Design alu_operand_loader, sky130hd; sources not shown.
Figure 1. Signal wires on met3.
Bar = 20 µm.
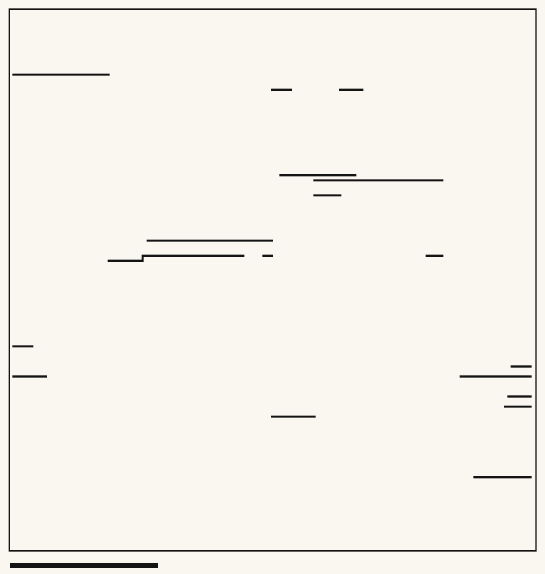
- wire length on this layer: 127 µm
- share of all routed wire: 2.8%
- nets with wire on the layer: 12
Total Routed Length: 4.58 mm
met3 GRT Util: 0.0359
via count: 1408

Figure 2. Wires at chosen ports, followed through buffers.
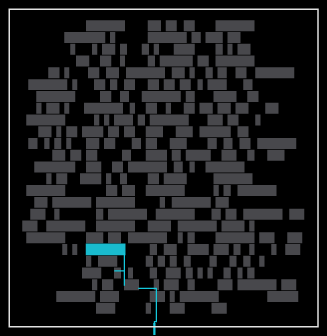
- cyan: `valid` (direction output; edge bottom; end cells 1; buffers 1; wire 22.7 µm)
PortBufs: 17
# IOs: 18

Figure 3. Cell outlines without signal wires.
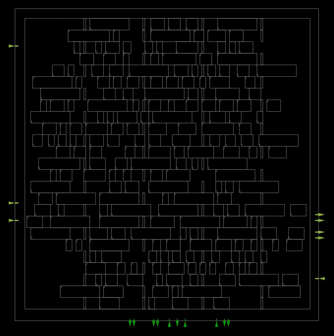
register share of the cell area: 0.400
Well Taps: 54
FFs & Latches: 37

Figure 4. Cell density map.
The die is cut into 7 by 7 equal tiles; black is low, pale yellow is high, 0 to 100% covered.
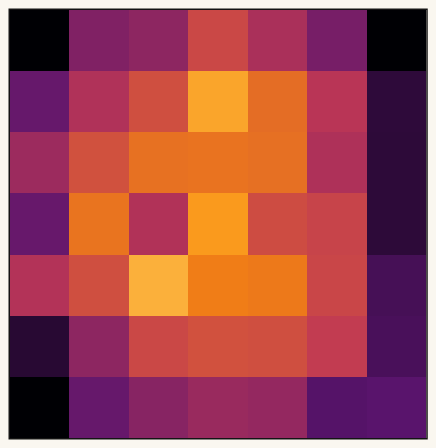
- fullest tile: 83%
- nearly empty tiles: 6.1%
- tiles over 75% full: 6.1%
- mean over tiles: 44%
FP Util: 0.372
final core occ: 0.511
core area: 0.00454 mm²

==> run_results.csv <==
group,metric,value,unit
timing,finalClockPeriodUsage,1.08,
synthesis,avgSynthCellArea,10.4,µm²
layout,largest_register_ffs,20,
synthesis,ys_chip_area,0.00169,mm²
setup_path,r2r_slack,-0.13,ns
setup_path,cp_top_family,"simple AND/OR/NAND/NOR gates",
detailed_routing,dr.max_layer_used,"met4",
setup_path,cp_slowest_cell,"or4_4",
synthesis,ys_seq_share,0.549,
power,power.density,787,mW/mm²
timing,setup_violations,18,
timing,final.setup.worst_slack,-0.126,ns
clocking,clk_path_buf_depth,2,
synthesis,syn-num-nets,173,
die,num_rows,25,
clocking,clock_sinks,37,
placement,hpwl,3.18,mm
synthesis,synth_area,0.00169,mm²
grt,grt_util_all_layers,0.192,
synthesis,ys_cells,162,
synthesis,synth-xor-area-share,0.0831,
setup_path,crit_fanout,14,
synthesis,synth_cell_types,31,
detailed_routing,drt_iter0_drc,52,
detailed_routing,drcViolationCount,0,
timing,timing_hold_violations_final,0,
layout,layout_top_cell,"dfrtp_1",
detailed_routing,ant_nets,0,
grt,first_global_vias,1567,
layout,lay_top_cells,"dfrtp_1 (35), buf_4 (29), nor2_1 (22)",
detailed_routing,wl_per_cell,17.0,µm
flow_run,tool_warnings,31,
setup_path,worstSetupPathType,"reg2reg",
status,violations,"negative setup slack",
grt,grt_max_degree,38,
detailed_routing,first_pass_iters,4,
synthesis,synth.ff_latch_count,37,
setup_path,crit_chain,"or4_4 -> nor2_4 -> a41o_2 -> buf_12 -> nor2_1",
timing,drv_slew,0,
timing,totalNegativeSetupSlack,-1.64,ns
clocking,cts_hold_buf,0,
detailed_routing,met1Wirelength,1.98,mm
clocking,insertion_delay,0.30,ns
setup_path,startpoint_type,"register",
detailed_routing,route.met2.wl,2.38,mm
layout,nNetsFinal,225,
setup_path,critPathBufInv,1,
grt,grt_pass1_wl,7.66,mm
synthesis,simple_gate_area_frac,0.231,
die,fp.dieW,71,µm
clocking,cts-root-buf,"clkbuf_8",
placement,pre_cts_slack,-0.121,ns
grt,overflow,0,
synthesis,synth_cells,162,
clocking,cts_buffers,5,
grt,antenna_found_initial,0,
detailed_routing,wl_met3,126,µm
grt,grt_use_met2,0.329,
die,chipArea,0.00518,mm²
hold_path,hold_path.class,"in2async",
clocking,cts_setup_buffers,0,
status,status,"finished, violations left",
layout,syn2layout_area_growth,37.5,%
synthesis,ys_warn_count,0,
timing,grt_setup_unrepaired,"true",
setup_path,r2r_cells,5,
grt,grt_use_met1,0.234,
setup_path,path_depth,5,
power,ir_drop,536,µV
die,die_y,73,µm
timing,min_period,1.63,ns
synthesis,synthTopLogicFamily,"simple AND/OR/NAND/NOR gates",
layout,n_antenna_cell,0,
clocking,path_clk_slew,0.08,ns
per-stage QoR:
stage / instance area [µm²] / std cells / hold WS, ns / power, µW / utilization
2_1_floorplan: 1690 / 162 / -0.146 / 1060 / -
3_3_place_gp: 2160 / 260 / 0.337 / 1130 / 0.475
3_5_place_dp: 2160 / 260 / 0.349 / 1130 / 0.475
4_1_cts: 2270 / 268 / 0.236 / 1830 / 0.501
5_1_grt: 2320 / 269 / 0.246 / 1880 / 0.511
6_report: 2320 / 269 / 0.225 / 1830 / 0.511
cell usage after synthesis:
library cell	number	area (µm²)
clkbuf_1	2	7.51
nor2_1	24	90.1
nand2_1	14	52.6
mux2i_1	1	10.0
and3_1	2	12.5
nand3_1	12	60.1
a21oi_1	9	45.0
o21ai_0	4	20.0
or3_1	2	12.5
nor4_1	5	31.3
nand4_1	4	25.0
buf_6	1	11.3
nand4_2	1	12.5
xnor2_1	13	114
a211oi_1	1	7.51
ha_1	4	50.1
a21oi_2	2	17.5
a41o_2	1	11.3
mux2_1	1	11.3
nand4_4	1	21.3
or3_4	1	11.3
nor4b_1	1	8.76
inv_1	5	18.8
or4_1	1	7.51
nor3_1	6	30.0
nor2b_1	1	6.26
xor2_1	3	26.3
a2111oi_0	1	8.76
and4_1	1	8.76
mux2_2	1	11.3
dfrtp_1	37	926
area by class of cell:
type                    count  area, µm²
fillers                   518       2220
clock inverters             2       15.0
inverters                   5       18.8
clock buffers               6       72.6
flip-flops and latches     37        928
multi-input cells         117        788
repair buffers             48        429
well taps                  54       67.6
worst reg2reg max path: stages (launching register included):
cell and delay, ns:
dfrtp_1 0.39, or4_4 0.56, nor2_4 0.10, a41o_2 0.22, buf_12 0.15, nor2_1 0.07
where the power goes:
part / internal, µW / switching [µW]
Combinational: 46.0 / 49.3
Clock: 328 / 381
Sequential: 1010 / 12.8
Power and IR drop assume default switching activity.
